Figure 1. Power grid.
Bar = 20 um. Pins as bars on the die edge. Tap cells in gray.
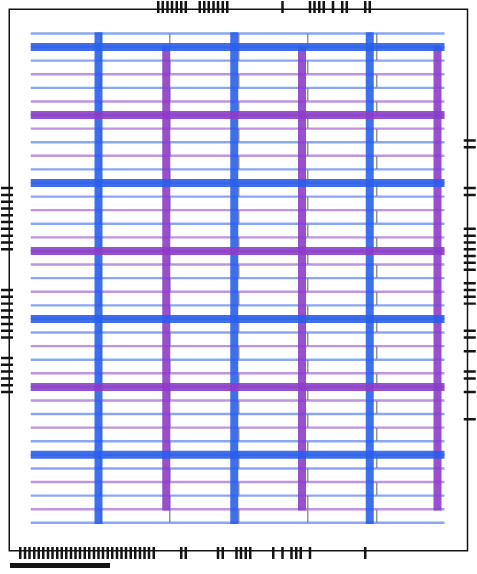
Figure 2. Placement by cell class.
Bar = 20 um.
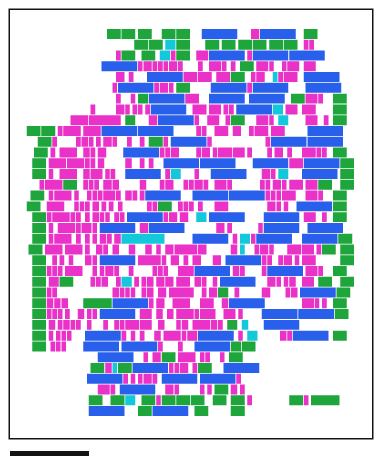
Figure 3. Clock distribution.
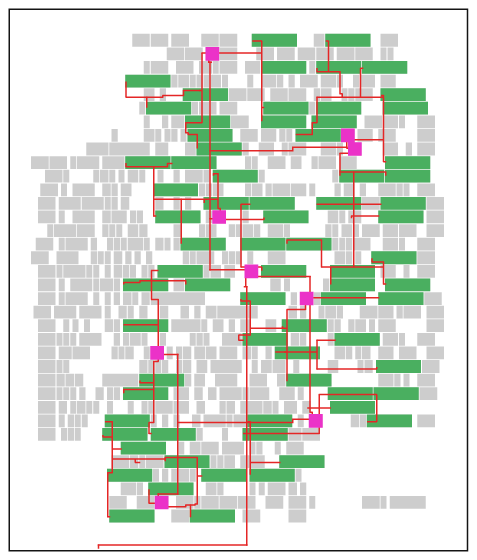
Figure 4. Signal wires by layer.
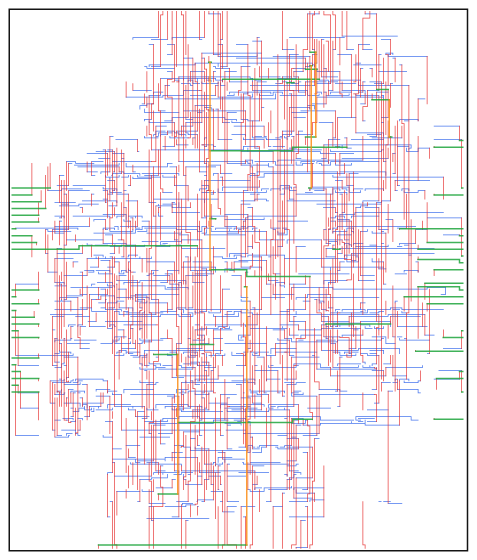
Figure 5. Routing congestion map.
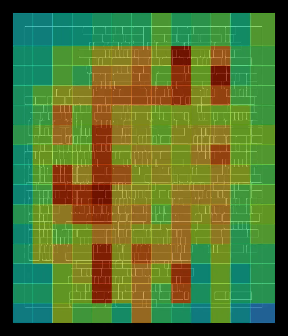
### src/rtl/fp_mul_round_pack.sv
// FP32 multiplier back end: normalise, round, resolve special cases, pack IEEE-754 single.
// Latency 2 clk (S1 normalise/classify, S2 round/pack); throughput 1 beat/clk.
// Backpressure: valid/ready on both sides; in_ready = !s1_v || !s2_v || out_ready.
//
// Ports: clk, rst (async, active-high); in_valid/in_ready with in_sign_a/b, in_exp_a/b,
//        in_cls_a/b ({nan,inf,zero,normal}), in_prod (2.46 significand product);
//        out_valid/out_ready with out_word and the out_ovf/out_unf/out_inv flags.
// Build option: define FP_MUL_ROUND_RNE_EN for round-to-nearest-even; otherwise truncate.
module fp_mul_round_pack #(
    parameter int EXP_W = 8,
    parameter int MAN_W = 23,
    parameter int BIAS  = 127
) (
    input  logic                       clk,
    input  logic                       rst,
    input  logic                       in_valid,
    output logic                       in_ready,
    input  logic                       in_sign_a,
    input  logic                       in_sign_b,
    input  logic [EXP_W-1:0]           in_exp_a,
    input  logic [EXP_W-1:0]           in_exp_b,
    input  logic [3:0]                 in_cls_a,
    input  logic [3:0]                 in_cls_b,
    input  logic [2*(MAN_W+1)-1:0]     in_prod,
    output logic                       out_valid,
    input  logic                       out_ready,
    output logic [EXP_W+MAN_W:0]       out_word,
    output logic                       out_ovf,
    output logic                       out_unf,
    output logic                       out_inv
);
    localparam int PROD_W = 2 * (MAN_W + 1);
    localparam int SIG_W  = MAN_W + 1;
    // Exponent carried with two extra bits so both underflow (negative) and
    // overflow (up to 2*max - bias + 2) are representable.
    localparam int EW     = EXP_W + 2;
    localparam logic [EXP_W-1:0]        EXP_MAX = '1;
    localparam logic signed [EW-1:0]    E_TOP   = EW'((1 << EXP_W) - 1);
    localparam logic signed [EW-1:0]    E_ZERO  = '0;

    typedef enum logic [1:0] {SP_NONE, SP_NAN, SP_INF, SP_ZERO} spec_t;

    // ---------------- S1 combinational: classify and normalise ----------------
    // A zero exponent forces zero whatever the class says (no denormals).
    logic a_zero, b_zero, a_nan, b_nan, a_inf, b_inf;
    assign a_zero = in_cls_a[1] || (in_exp_a == '0);
    assign b_zero = in_cls_b[1] || (in_exp_b == '0);
    assign a_nan  = in_cls_a[3] && (in_exp_a != '0);
    assign b_nan  = in_cls_b[3] && (in_exp_b != '0);
    assign a_inf  = in_cls_a[2] && (in_exp_a != '0);
    assign b_inf  = in_cls_b[2] && (in_exp_b != '0);

    spec_t spec_n;
    always_comb begin
        spec_n = SP_NONE;
        if (a_nan || b_nan)
            spec_n = SP_NAN;
        else if ((a_inf && b_zero) || (b_inf && a_zero))
            spec_n = SP_NAN;
        else if (a_inf || b_inf)
            spec_n = SP_INF;
        else if (a_zero || b_zero)
            spec_n = SP_ZERO;
    end

    logic signed [EW-1:0] e_n;
    assign e_n = EW'(in_exp_a) + EW'(in_exp_b) - EW'(BIAS) + EW'(in_prod[PROD_W-1]);

    // Product >= 2.0 shifts right by one; the exponent bump is folded into e_n.
    logic [SIG_W-1:0] m_n;
    logic             g_n, st_n;
    always_comb begin
        if (in_prod[PROD_W-1]) begin
            m_n  = in_prod[PROD_W-1 -: SIG_W];
            g_n  = in_prod[MAN_W];
            st_n = |in_prod[MAN_W-1:0];
        end else begin
            m_n  = in_prod[PROD_W-2 -: SIG_W];
            g_n  = in_prod[MAN_W-1];
            st_n = |in_prod[MAN_W-2:0];
        end
    end

    // ---------------- handshake ----------------
    logic s1_v, s2_adv;
    assign s2_adv   = !out_valid || out_ready;
    assign in_ready = !s1_v || s2_adv;

    // ---------------- S1 register ----------------
    logic                 s1_sign, s1_g, s1_st;
    spec_t                s1_spec;
    logic signed [EW-1:0] s1_e;
    logic [SIG_W-1:0]     s1_m;

    always_ff @(posedge clk or posedge rst) begin
        if (rst) begin
            s1_v    <= 1'b0;
            s1_sign <= 1'b0;
            s1_spec <= SP_NONE;
            s1_e    <= '0;
            s1_m    <= '0;
            s1_g    <= 1'b0;
            s1_st   <= 1'b0;
        end else if (in_ready) begin
            s1_v <= in_valid;
            if (in_valid) begin
                s1_sign <= in_sign_a ^ in_sign_b;
                s1_spec <= spec_n;
                s1_e    <= e_n;
                s1_m    <= m_n;
                s1_g    <= g_n;
                s1_st   <= st_n;
            end
        end
    end

    // ---------------- S2 combinational: round and pack ----------------
    logic inc;
`ifdef FP_MUL_ROUND_RNE_EN
    assign inc = s1_g && (s1_st || s1_m[0]);
`else
    logic unused_round;
    assign inc          = 1'b0;
    assign unused_round = s1_g ^ s1_st;
`endif
    logic unused_cls;
    assign unused_cls = in_cls_a[0] ^ in_cls_b[0];

    // A carry out of the significand leaves the low MAN_W bits at zero, i.e. 1.0.
    logic [SIG_W:0]       m_r;
    logic signed [EW-1:0] e_r;
    assign m_r = {1'b0, s1_m} + (SIG_W + 1)'(inc);
    assign e_r = s1_e + EW'(m_r[SIG_W]);

    logic [EXP_W+MAN_W:0] res_word;
    logic                 res_ovf, res_unf, res_inv;
    always_comb begin
        res_word = '0;
        res_ovf  = 1'b0;
        res_unf  = 1'b0;
        res_inv  = 1'b0;
        case (s1_spec)
            SP_NAN: begin
                res_word = {1'b0, EXP_MAX, 1'b1, {(MAN_W-1){1'b0}}};
                res_inv  = 1'b1;
            end
            SP_INF:  res_word = {s1_sign, EXP_MAX, {MAN_W{1'b0}}};
            SP_ZERO: res_word = {s1_sign, {(EXP_W+MAN_W){1'b0}}};
            default: begin
                if (e_r >= E_TOP) begin
                    res_word = {s1_sign, EXP_MAX, {MAN_W{1'b0}}};
                    res_ovf  = 1'b1;
                end else if (e_r <= E_ZERO) begin
                    res_word = {s1_sign, {(EXP_W+MAN_W){1'b0}}};
                    res_unf  = 1'b1;
                end else begin
                    res_word = {s1_sign, e_r[EXP_W-1:0], m_r[MAN_W-1:0]};
                end
            end
        endcase
    end

    // ---------------- S2 register (drives the outputs) ----------------
    always_ff @(posedge clk or posedge rst) begin
        if (rst) begin
            out_valid <= 1'b0;
            out_word  <= '0;
            out_ovf   <= 1'b0;
            out_unf   <= 1'b0;
            out_inv   <= 1'b0;
        end else if (s2_adv) begin
            out_valid <= s1_v;
            if (s1_v) begin
                out_word <= res_word;
                out_ovf  <= res_ovf;
                out_unf  <= res_unf;
                out_inv  <= res_inv;
            end
        end
    end
endmodule

### config.mk
export PLATFORM = sky130hd
export DESIGN_NAME = fp_mul_round_pack
export DESIGN_NICKNAME = d
export VERILOG_FILES = /design/src/rtl/fp_mul_round_pack.sv
export SDC_FILE = /design/constraint.sdc
export NUM_CORES = 1
export LEC_CHECK = 0
export ABC_AREA = 1
export CAP_MARGIN = 20
export CORE_ASPECT_RATIO = 1.2
export CORE_MARGIN = 4
export CORE_UTILIZATION = 50
export CTS_BUF_LIST = sky130_fd_sc_hd__clkbuf_4
export DETAILED_ROUTE_END_ITERATION = 10
export PLACE_DENSITY = 0.82
export SETUP_SLACK_MARGIN = 0.5
export SLEW_MARGIN = 20
export SYNTH_ARGS = -nofsm -noshare
export SYNTH_HDL_FRONTEND = slang
export SYNTH_SLANG_ARGS = --single-unit
### constraint.sdc
create_clock -name clk -period 3 [get_ports clk]
set_input_delay 0.6 -clock clk [delete_from_list [all_inputs] [get_ports clk]]
set_output_delay 0.6 -clock clk [all_outputs]
set_load 0.02 [all_outputs]
==> impl_metrics.env <==
# implementation run metrics
export IMPL_synthFlopType="dfrtp_1"
export IMPL_root_buffer="clkbuf_4"
export IMPL_ios=115
export IMPL_worstMarginPinSlew_ps=862
export IMPL_pwr_share_clk_pct=21.3
export IMPL_gp_congestion=0.802
export IMPL_max_freq_mhz=410
export IMPL_routed_via_density=5.23
export IMPL_ys_area_um2=4170
export IMPL_diodes=1
export IMPL_yosysTopAreaCell="dfrtp_1"
export IMPL_flop_count=73
export IMPL_clock_buffers=11
export IMPL_fin_tns_setup_ps=0
export IMPL_clkCellAreaFrac_pct=2.47
export IMPL_nFillCells=684
export IMPL_drc=0
export IMPL_hold_path_class="flip-flop to flip-flop"
export IMPL_syn_inst=490
export IMPL_cts_resized=0
export IMPL_inverters=41
export IMPL_die_w_um=91.4
export IMPL_numCtsBuffers=9
export IMPL_mi_logic_area_um2=2020
export IMPL_grt_busiest_layer="met2"
export IMPL_yosys_cells=490
export IMPL_tool_warnings=55
export IMPL_seq_power_share_pct=45.7
export IMPL_seq_share_pct=35.0
export IMPL_fin_crit_sh_pct=81.3
export IMPL_ys_seq_share_pct=43.8
export IMPL_clock_latency_late_pin_ps=430
export IMPL_critPathCaptureType="primary output"
export IMPL_cp_start_kind="input pin"
export IMPL_power_clock_w=0.000593
export IMPL_buffers=96
export IMPL_crit_path_max_fanout=3
export IMPL_topRoutingLayerUsed="met4"
export IMPL_period_minus_slack_ps=2440
export IMPL_holdBufCountCts=0
export IMPL_row_count=36
export IMPL_pg_comb_w=0.000916
export IMPL_synth_cell_types=37
export IMPL_grt_pass1_wl_mm=15.9
export IMPL_rsz0062_at_grt="false"
export IMPL_fin_skew_ps=14.2
export IMPL_combPwrFrac_pct=32.9
export IMPL_netlist_area_um2=4170
export IMPL_num_multi_input_gates=354
export IMPL_comb_area_share_pct=38.6
export IMPL_ant_nets=0
export IMPL_grt_pass1_vias=3605
export IMPL_max_slew_margin_rel_pct=42.4
export IMPL_syn_nets=590
export IMPL_ys_ff=73
export IMPL_initial_utilization_pct=51.5
export IMPL_whs_ps=491
export IMPL_r2r_setup_slack_ps=980
export IMPL_yosys_warnings=0
export IMPL_postSynthAreaPerCell_um2=8.51
export IMPL_met2WireLength_mm=5.09
export IMPL_htree_num_levels=3
export IMPL_regArea_um2=1830
export IMPL_clock_path_buffers=2
export IMPL_nets=675
export IMPL_antenna_found_initial=1
export IMPL_use_met2_pct=36.8
export IMPL_hold_violations=0
export IMPL_edf_count=0
export IMPL_path_clk_slew_ps=100
export IMPL_power_density_nw_per_um2=533
export IMPL_wl_met3_um=416
export IMPL_setup_viol=0
export IMPL_worstPathRequired_ps=2400
export IMPL_cts_tree="built"
export IMPL_drt_iter0_drc=217
export IMPL_num_vias=3536
export IMPL_path_class="input pin to primary output"
export IMPL_finalMaxSlewViolations=0
export IMPL_leakagePower_nw=2.33
export IMPL_numPortBuffers=89
export IMPL_maxCapViolCount=0
export IMPL_peakVddDrop_uv=245
export IMPL_drive_gt1_share_pct=14.7
export IMPL_coreArea_um2=8110
export IMPL_die_area_um2=9870
export IMPL_outcome="completed"
export IMPL_area_leaders="dfrtp_1, nand2_1, ha_1"
export IMPL_post_cts_buffers=0
export IMPL_fin_area_um2=5220
export IMPL_fp_dieH_um=108
export IMPL_worstPathArrival_ps=1840
export IMPL_p_sw_w=0.000973
export IMPL_dp_hpwl_mm=7.08
export IMPL_top_cell_area_share_pct=43.8
export IMPL_area_delta_synth_final_pct=25.1
export IMPL_grt_overflow=0
export IMPL_well_tap_count=95
export IMPL_p_total_w=0.00278
export IMPL_power_top_consumer="sequential cells"
export IMPL_wl_met1_mm=3.83
export IMPL_grt_start_max_net_pins=74
export IMPL_p_int_w=0.00181
export IMPL_largest_cell_class="combinational gates"
export IMPL_dr_pass1_iters=5
export IMPL_pg_seq_w=0.00127
export IMPL_async_reset_ff_share_pct=100
export IMPL_cts_sinks=73
export IMPL_sw_frac_of_total_pct=35.0
export IMPL_buffer_area_share_pct=18.6
export IMPL_post_dp_cell_area_um2=5080
## Picture notes: Figure 1
Key: blue = VSS; purple = VDD
37 met1 rails follow the rows. 7 straps on met5. 6 straps on met4.

## Picture notes: Figure 2
Key: green = other buffers and delay cells [cells 96]; cyan = clock drivers and dummy loads [cells 16]; magenta = combinational and other logic [cells 395]; blue = flops [cells 73]

## Picture notes: Figure 3
Key: magenta = clock drivers [count 9]; red = clock wires [length 887 um]; green = flip-flops [count 73]
There are 10 routed clock nets.

## Picture notes: Figure 4
Key: blue = metal 1 [wire length 3830 um]; green = metal 3 [wire length 417 um]; orange = metal 4 [wire length 170 um]; red = metal 2 [wire length 5090 um]
wirelength, routed: 9.50 mm
GRT Overall Usage: 20.1%
DR WL/cell: 14.1 um

## Picture notes: Figure 5
met3 Resource Use GR: 4.38%
M1 GR Usage: 22.6%
final core utilization: 64.4%

## cell usage in the layout (no fill, tap or decap), drive strengths merged, types with 2 or more instances in the layout
cell type        n
a21oi            7
nor3             2
clkdlybuf4s50   89
o21bai           3
clkbuf          11
o22ai            2
dfrtp           73
o21ai           38
inv             41
buf              7
clkinv           4
a41oi            2
nand3           41
or2              7
xnor2            2
nand2          141
a31oi           24
nand4            5
ha              21
nor2            57
## flip-flops by register name, indices dropped and copies added (netlist names)
signal     count
out_word      32
s1_m          23
s1_e          10
s1_spec        2
out_inv        1
out_ovf        1
out_unf        1
out_valid      1
s1_sign        1
s1_v           1
## worst max-delay path, stage by stage
cell and delay [ps]:
clkdlybuf4s50_1 460, inv_1 50, nand3_1 100, clkdlybuf4s50_1 630
## cells by family after synthesis
group	share of synthesized area [%]
simple gates	28.3
compound gates	12.7
flops	43.8
buf+inv	8.04
fa+ha+maj	6.78
xor+xnor	0.420
## synthesized netlist by cell type, drive strengths merged, types with 3 or more instances
library cell,number
nand2,141
dfrtp,73
nor2,57
inv,41
nand3,41
o21ai,38
a31oi,24
ha,21
buf,19
a21oi,7
or2,7
nand4,5
clkbuf,3
o21bai,3
## worst paths after layout
kind,cells past startpoint,end,start
worst max-delay path,4,in_ready,out_ready
worst min-delay path,2,out_word[21],out_word[21]
worst max register to register,7,out_word[7],s1_spec[0]
worst min register to register,2,out_word[21],out_word[21]
max in group asynchronous,3,s1_e[6],rst
min in group asynchronous,3,out_word[5],rst
## metrics by stage
stage	worst slack [ps]	utilization [%]	instances
after CTS	543	64.2	675
after global routing	512	64.4	676
after detailed placement	84.7	62.7	659
final	560	64.4	676
after global placement	158	62.7	659
after floorplan	547	-	490
